==> config.mk <==
export PLATFORM = sky130hd
export DESIGN_NAME = muldiv_unit
export DESIGN_NICKNAME = d
export VERILOG_FILES = /design/src/rtl/muldiv_pkg.sv /design/src/rtl/muldiv_unit.sv
export SDC_FILE = /design/constraint.sdc
export NUM_CORES = 1
export LEC_CHECK = 0
export ABC_AREA = 1
export CAP_MARGIN = 0
export CELL_PAD_IN_SITES_DETAIL_PLACEMENT = 2
export CELL_PAD_IN_SITES_GLOBAL_PLACEMENT = 2
export CORE_ASPECT_RATIO = 1.2
export CORE_MARGIN = 4
export CORE_UTILIZATION = 30
export CTS_CLUSTER_SIZE = 12
export DETAILED_ROUTE_END_ITERATION = 10
export HOLD_SLACK_MARGIN = 0.02
export PLACE_DENSITY = 0.82
export SLEW_MARGIN = 30
export SYNTH_ARGS = -nofsm -noshare
export SYNTH_HDL_FRONTEND = slang
export SYNTH_SLANG_ARGS = --single-unit
==> constraint.sdc <==
create_clock -name clock -period 6.3 [get_ports clock]
set_input_delay 1.26 -clock clock [delete_from_list [all_inputs] [get_ports clock]]
set_output_delay 1.26 -clock clock [all_outputs]
set_load 0.01 [all_outputs]
==> src/rtl/muldiv_pkg.sv <==
// Shared encodings for the iterative RV32M multiply/divide unit.
package muldiv_pkg;

    localparam logic [2:0] F3_MUL    = 3'b000;
    localparam logic [2:0] F3_MULH   = 3'b001;
    localparam logic [2:0] F3_MULHSU = 3'b010;
    localparam logic [2:0] F3_MULHU  = 3'b011;
    localparam logic [2:0] F3_DIV    = 3'b100;
    localparam logic [2:0] F3_DIVU   = 3'b101;
    localparam logic [2:0] F3_REM    = 3'b110;
    localparam logic [2:0] F3_REMU   = 3'b111;

    localparam logic [4:0] ITER_LAST = 5'd31;

    typedef enum logic [1:0] {IDLE, RUN, DONE} muldiv_state_t;

    function automatic logic rs1_is_signed(input logic [2:0] f3);
        return f3 inside {F3_MUL, F3_MULH, F3_MULHSU, F3_DIV, F3_REM};
    endfunction

    function automatic logic rs2_is_signed(input logic [2:0] f3);
        return f3 inside {F3_MUL, F3_MULH, F3_DIV, F3_REM};
    endfunction

endpackage

==> src/rtl/muldiv_unit.sv <==
// Iterative RV32M multiply/divide: 32 shift-add or restoring shift-subtract steps on
// operand magnitudes, sign fix-up at completion, one-cycle registered write-back.
module muldiv_unit
    import muldiv_pkg::*;
#(
    parameter int unsigned XLEN = 32
) (
    input  logic            clock,
    input  logic            reset,
    input  logic            start,
    input  logic            kill,
    input  logic [2:0]      funct3,
    input  logic [XLEN-1:0] rs1_data,
    input  logic [XLEN-1:0] rs2_data,
    input  logic [4:0]      rd,
    output logic            busy,
    output logic            done,
    output logic [XLEN-1:0] result,
    output logic [4:0]      wr_reg,
    output logic            wr_en
);

    localparam logic [XLEN-1:0] MinNeg = {1'b1, {(XLEN-1){1'b0}}};

    muldiv_state_t     state_q, state_d;
    logic [4:0]        cnt_q, cnt_d;
    logic [2:0]        f3_q, f3_d;
    logic [4:0]        rd_q, rd_d;
    logic [XLEN-1:0]   b_q, b_d;
    logic              neg_a_q, neg_a_d, neg_b_q, neg_b_d;
    logic [2*XLEN-1:0] acc_q, acc_d;
    logic              busy_q, busy_d, done_q, done_d, wr_en_q, wr_en_d;
    logic [4:0]        wr_reg_q, wr_reg_d;
    logic [XLEN-1:0]   result_q, result_d;

    function automatic logic [XLEN-1:0] magnitude(input logic [XLEN-1:0] v, input logic sgn);
        return (sgn && v[XLEN-1]) ? -v : v;
    endfunction

    // Shared 33-bit adder/subtractor; bit XLEN+1 is the no-borrow flag when subtracting.
    logic              as_sub;
    logic [XLEN:0]     as_a, as_b;
    logic [XLEN+1:0]   as_sum;
    logic [2*XLEN-1:0] acc_step;

    always_comb begin
        as_sub = f3_q[2];
        as_a   = as_sub ? acc_q[2*XLEN-1:XLEN-1] : {1'b0, acc_q[2*XLEN-1:XLEN]};
        as_b   = {1'b0, b_q};
        as_sum = {1'b0, as_a} + {1'b0, (as_sub ? ~as_b : as_b)} + {{(XLEN+1){1'b0}}, as_sub};
        if (!as_sub) begin
            acc_step = acc_q[0] ? {as_sum[XLEN:0], acc_q[XLEN-1:1]}
                                : {1'b0, acc_q[2*XLEN-1:1]};
        end else begin
            acc_step = as_sum[XLEN+1] ? {as_sum[XLEN-1:0], acc_q[XLEN-2:0], 1'b1}
                                      : {acc_q[2*XLEN-2:0], 1'b0};
        end
    end

    logic [2*XLEN-1:0] prod_s;
    logic [XLEN-1:0]   quot_s, rem_s, final_res, dividend, early_res;
    logic              div_zero, sgn_ovf;

    always_comb begin
        prod_s = (neg_a_q ^ neg_b_q) ? -acc_step : acc_step;
        quot_s = (neg_a_q ^ neg_b_q) ? -acc_step[XLEN-1:0] : acc_step[XLEN-1:0];
        rem_s  = neg_a_q ? -acc_step[2*XLEN-1:XLEN] : acc_step[2*XLEN-1:XLEN];
        case (f3_q)
            F3_MUL:                        final_res = prod_s[XLEN-1:0];
            F3_MULH, F3_MULHSU, F3_MULHU:  final_res = prod_s[2*XLEN-1:XLEN];
            F3_DIV, F3_DIVU:               final_res = quot_s;
            F3_REM, F3_REMU:               final_res = rem_s;
            default:                       final_res = '0;
        endcase

        // In the first RUN cycle the low half of acc still holds the dividend magnitude.
        dividend  = neg_a_q ? -acc_q[XLEN-1:0] : acc_q[XLEN-1:0];
        div_zero  = f3_q[2] && (b_q == '0);
        sgn_ovf   = (f3_q == F3_DIV || f3_q == F3_REM) && neg_a_q && neg_b_q
                    && (acc_q[XLEN-1:0] == MinNeg) && (b_q == XLEN'(1));
        if (div_zero) begin
            early_res = f3_q[1] ? dividend : '1;
        end else begin
            early_res = f3_q[1] ? '0 : MinNeg;
        end
    end

    always_comb begin
        state_d  = state_q;
        cnt_d    = cnt_q;
        f3_d     = f3_q;
        rd_d     = rd_q;
        b_d      = b_q;
        neg_a_d  = neg_a_q;
        neg_b_d  = neg_b_q;
        acc_d    = acc_q;
        busy_d   = busy_q;
        done_d   = 1'b0;
        result_d = '0;
        wr_reg_d = '0;
        wr_en_d  = 1'b0;

        unique case (state_q)
            IDLE: begin
                if (start && !kill) begin
                    f3_d    = funct3;
                    rd_d    = rd;
                    neg_a_d = rs1_is_signed(funct3) && rs1_data[XLEN-1];
                    neg_b_d = rs2_is_signed(funct3) && rs2_data[XLEN-1];
                    b_d     = magnitude(rs2_data, rs2_is_signed(funct3));
                    acc_d   = {{XLEN{1'b0}}, magnitude(rs1_data, rs1_is_signed(funct3))};
                    cnt_d   = '0;
                    busy_d  = 1'b1;
                    state_d = RUN;
                end
            end
            RUN: begin
                if (kill) begin
                    busy_d  = 1'b0;
                    state_d = IDLE;
                end else if (cnt_q == '0 && (div_zero || sgn_ovf)) begin
                    done_d   = 1'b1;
                    result_d = early_res;
                    wr_reg_d = rd_q;
                    wr_en_d  = (rd_q != '0);
                    state_d  = DONE;
                end else begin
                    acc_d = acc_step;
                    cnt_d = cnt_q + 5'd1;
                    if (cnt_q == ITER_LAST) begin
                        done_d   = 1'b1;
                        result_d = final_res;
                        wr_reg_d = rd_q;
                        wr_en_d  = (rd_q != '0);
                        state_d  = DONE;
                    end
                end
            end
            DONE: begin
                busy_d  = 1'b0;
                state_d = IDLE;
            end
            default: begin
                busy_d  = 1'b0;
                state_d = IDLE;
            end
        endcase
    end

    always_ff @(posedge clock or negedge reset) begin
        if (!reset) begin
            state_q  <= IDLE;
            cnt_q    <= '0;
            f3_q     <= '0;
            rd_q     <= '0;
            b_q      <= '0;
            neg_a_q  <= 1'b0;
            neg_b_q  <= 1'b0;
            acc_q    <= '0;
            busy_q   <= 1'b0;
            done_q   <= 1'b0;
            result_q <= '0;
            wr_reg_q <= '0;
            wr_en_q  <= 1'b0;
        end else begin
            state_q  <= state_d;
            cnt_q    <= cnt_d;
            f3_q     <= f3_d;
            rd_q     <= rd_d;
            b_q      <= b_d;
            neg_a_q  <= neg_a_d;
            neg_b_q  <= neg_b_d;
            acc_q    <= acc_d;
            busy_q   <= busy_d;
            done_q   <= done_d;
            result_q <= result_d;
            wr_reg_q <= wr_reg_d;
            wr_en_q  <= wr_en_d;
        end
    end

    assign busy   = busy_q;
    assign done   = done_q;
    assign result = result_q;
    assign wr_reg = wr_reg_q;
    assign wr_en  = wr_en_q;

endmodule
M1 wires:
Scale bar: 50 um. Supply wires on this layer in grey.
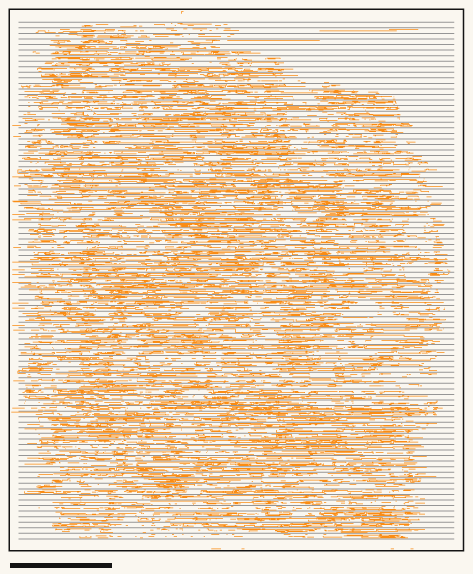
- longest straight run: 54.7 um
- main direction: horizontal
- nets with wire on the layer: 2771
- wire length on this layer: 32.8 mm
- share of all routed wire: 39%
via count: 19296
Routed WL: 85.0 mm
global routing met1 resource utilization: 30.9%

Signal wires on met2:
Scale bar: 50 um.
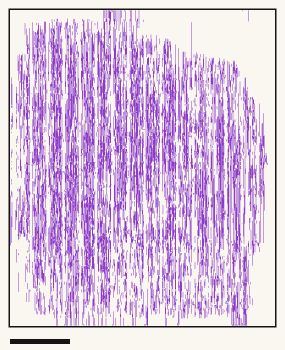
- nets with wire on the layer: 2673
- main direction: vertical
- longest straight run: 104 um
- wire length on this layer: 43.4 mm
- share of all routed wire: 51%
GR Layer Usage met2: 52.8%

The metal 3 layer:
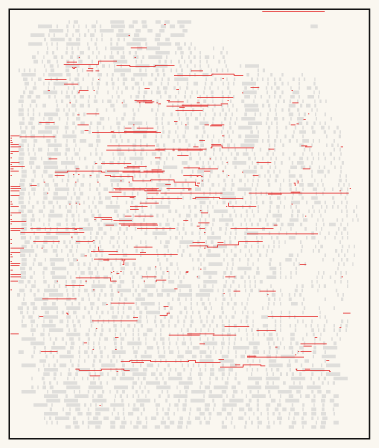
- longest straight run: 61.4 um
- wire length on this layer: 2500 um
- nets with wire on the layer: 186
- share of all routed wire: 2.9%
- main direction: horizontal
global-route met3 utilization: 3.53%

Metal 4:
Scale bar: 50 um. Supply wires on this layer in grey.
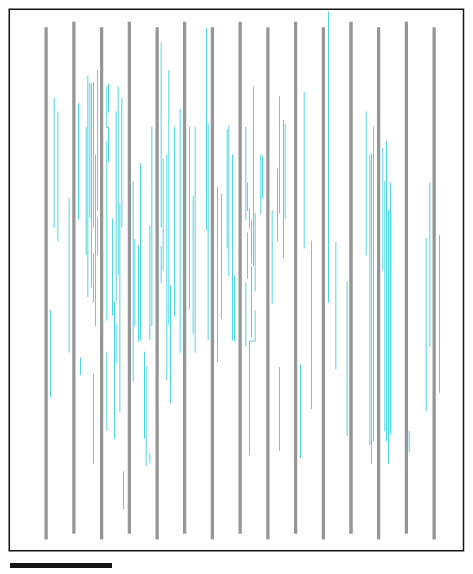
- main direction: vertical
- share of all routed wire: 7.3%
- wire length on this layer: 6240 um

Routing congestion map:
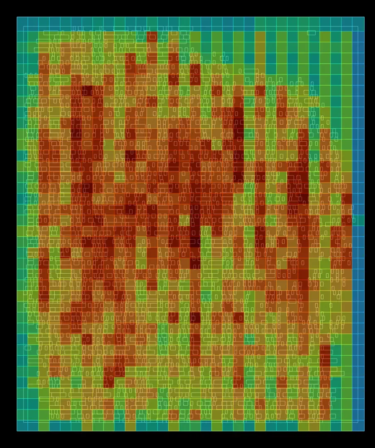
WL/cell: 24.0 um
global route hottest layer: met2

==> flow report <==
CRITICAL PATH
----------------------------------------------------------------------------------
Crit start category                                                           flop
Startpoint of the most critical setup path                            f3_q[2]$_DFFE_PN0P_
WP buf/inv                                                                       4
Startpoint of the worst register-to-register path                     f3_q[2]$_DFFE_PN0P_
Worst path max stage delay                                                 0.67 ns
Setup slack of the most critical reg-to-reg path                           0.54 ns
Required time of the critical path                                         6.70 ns

LOGIC SYNTHESIS
----------------------------------------------------------------------------------
Cell types with the largest area share after synthesis                sky130_fd_sc_hd__dfrtp_1, sky130_fd_sc_hd__nand2_1, sky130_fd_sc_hd__inv_1
Share of Yosys cell area claimed by the top area cell type                   23.3%
Largest combinational cell category by area                           simple AND/OR/NAND/NOR gates
Yosys warning tally                                                              0
Cell count after synthesis                                                    2732
Top-count cell post-synth                                             sky130_fd_sc_hd__nand2_1
Post-Syn Area per Cell                                                  6.02 sq um
Count of unique library cells instantiated by Yosys                             58
Simple share                                                                 38.7%
Post-synth top cells                                                  sky130_fd_sc_hd__nand2_1, sky130_fd_sc_hd__inv_1, sky130_fd_sc_hd__nor2_1
Net count of the mapped netlist                                               2847

FLOORPLANNING
----------------------------------------------------------------------------------
Area enclosed by the die boundary                                      58600 sq um
Initial Utilization                                                          30.4%

POWER AND IR DROP
----------------------------------------------------------------------------------
Total net switching power                                                  8.35 mW
Worst IR drop on VDD                                                        238 uV
Leakage power summed over all cells                                        9.15 nW
Switching part of the total                                                  64.2%
Comb pwr share                                                               77.7%

DRT
----------------------------------------------------------------------------------
Remaining number of nets flagged by the antenna check after routing              0
Vias/cell                                                                     5.46
First DRT Iteration DRCs                                                       878
Remaining DRCs                                                                   0

LAYOUT
----------------------------------------------------------------------------------
Final standard cell area without fillers                               19000 sq um
Proportion of layout cells with a drive suffix above 1                       6.06%
Antenna cell count                                                               0
Filler cell count in the final layout                                         6762

PLACE
----------------------------------------------------------------------------------
Post-Place Cell Area                                                   18400 sq um

CTS
----------------------------------------------------------------------------------
Skew-Pair Late Insertion Delay                                             0.50 ns
Number of H-tree levels                                                          4

FINAL TIMING
----------------------------------------------------------------------------------
Max Clock Freq                                                             174 MHz
Tightest Pin Transition                                                   0.998 ns
Min Clock Period, post-route                                               5.76 ns
Final tally of setup violations                                                  0
Setup repair after global routing missed its margin                             no
Setup Skew                                                               0.0149 ns

WORST HOLD PATH
----------------------------------------------------------------------------------
Worst hold-check path type                                            flop to flop
Startpoint of the lowest-slack hold path                              busy$_DFFE_PN0P_

GLOBAL ROUTE
----------------------------------------------------------------------------------
GR Util All Layers                                                           28.5%
Total congestion overflow                                                        0
Via count of the first global-routing pass                                   21480

RUN
----------------------------------------------------------------------------------
Tool warnings                                                                   27

OUTCOME
----------------------------------------------------------------------------------
Run status                                                            finished, final reports clean

[what timing repair did]
| action | CTS | global route |
|---|---|---|
| setup buffers | 0 | 1 |
| endpoints found under the hold margin | 0 | 0 |
| endpoints found under the setup margin | 0 | 11 |
| resized | 0 | 0 |
[worst reg2reg max path: cells and delay by family, from the launching register on]
kind                     cells  cell delay (ns)
flip-flops                   1             0.67
AND/OR/NAND/NOR             25             3.10
AND-OR/OR-AND                3             0.53
buffers and inverters        4             0.84
adder cells (fa/ha/maj)      2             0.52
[power by group through the flow]
stage               Combinational (mW)  Clock [mW]  Sequential, mW
finish                            10.1        1.18            1.72
global route                      11.1        1.24            1.76
CTS                               10.0        1.20            1.73
detailed placement                9.92           0            1.75
global placement                  9.58           0            1.73
floorplan                         6.55           0            1.52
[final cells by class]
| class | count | share of cell area, % |
|---|---|---|
| inverter | 377 | 7.45 |
| sequential | 153 | 20.1 |
| tap | 712 | 4.68 |
| clock buffer | 18 | 2.31 |
| multi-input combinational | 2102 | 56.5 |
| timing repair buffer | 158 | 7.83 |
| clock inverter | 14 | 1.05 |
[routing by layer]
metal,share of wire [%],global-route usage (%),wire [um],up-vias
met4,7.3,17.5,6240,0
met5,0,0,0,-
met1,39,30.9,32800,9685
met3,2.9,3.53,2500,194
met2,51,52.8,43400,422
li1,-,-,-,8995
[cells in the final DEF (no fill, tap or decap), types with 18 or more instances in the layout]
master and n:
sky130_fd_sc_hd__a21oi_1 114, sky130_fd_sc_hd__buf_4 42, sky130_fd_sc_hd__clkdlybuf4s50_1 114, sky130_fd_sc_hd__dfrtp_1 151, sky130_fd_sc_hd__ha_1 38, sky130_fd_sc_hd__inv_1 360
sky130_fd_sc_hd__nand2_1 825, sky130_fd_sc_hd__nand2_2 24, sky130_fd_sc_hd__nand3_1 218, sky130_fd_sc_hd__nand4_1 43, sky130_fd_sc_hd__nor2_1 220, sky130_fd_sc_hd__nor3_1 40
sky130_fd_sc_hd__nor4_1 27, sky130_fd_sc_hd__o211ai_1 19, sky130_fd_sc_hd__o21ai_0 198, sky130_fd_sc_hd__o221ai_1 19, sky130_fd_sc_hd__o22ai_1 36, sky130_fd_sc_hd__xnor2_1 18
sky130_fd_sc_hd__xor2_1 135
[per-stage QoR]
step                      power, mW  hold WS (ns)  util, %  setup WS, ns  std cells
after detailed placement       11.7         0.484     34.0         0.430       3501
after floorplan                8.07         0.469        -         0.766       2732
after CTS                      13.0         0.504     35.2         0.368       3533
after global routing           14.1         0.531     35.2        0.0269       3534
after global placement         11.3         0.468     34.0         0.647       3501
final                          13.0         0.497     35.2         0.544       3534
[worst max-delay path by stage]
stage,to,slack [ns],cells after the start
3_3_place_gp,result[6]$_DFF_PN0_,0.65,31
4_1_cts,result[26]$_DFF_PN0_,0.37,34
2_1_floorplan,result[16]$_DFF_PN0_,0.77,38
5_1_grt,result[26]$_DFF_PN0_,0.03,34
3_5_place_dp,result[26]$_DFF_PN0_,0.43,34
6_report,result[26]$_DFF_PN0_,0.54,34
[cells by family after synthesis]
family,after synthesis
XOR/XNOR,153
AND/OR/NAND/NOR,1464
buffers and inverters,477
AND-OR/OR-AND,446
flip-flops,153
adder cells (fa/ha/maj),39
Power is estimated from default activity; no workload was simulated.
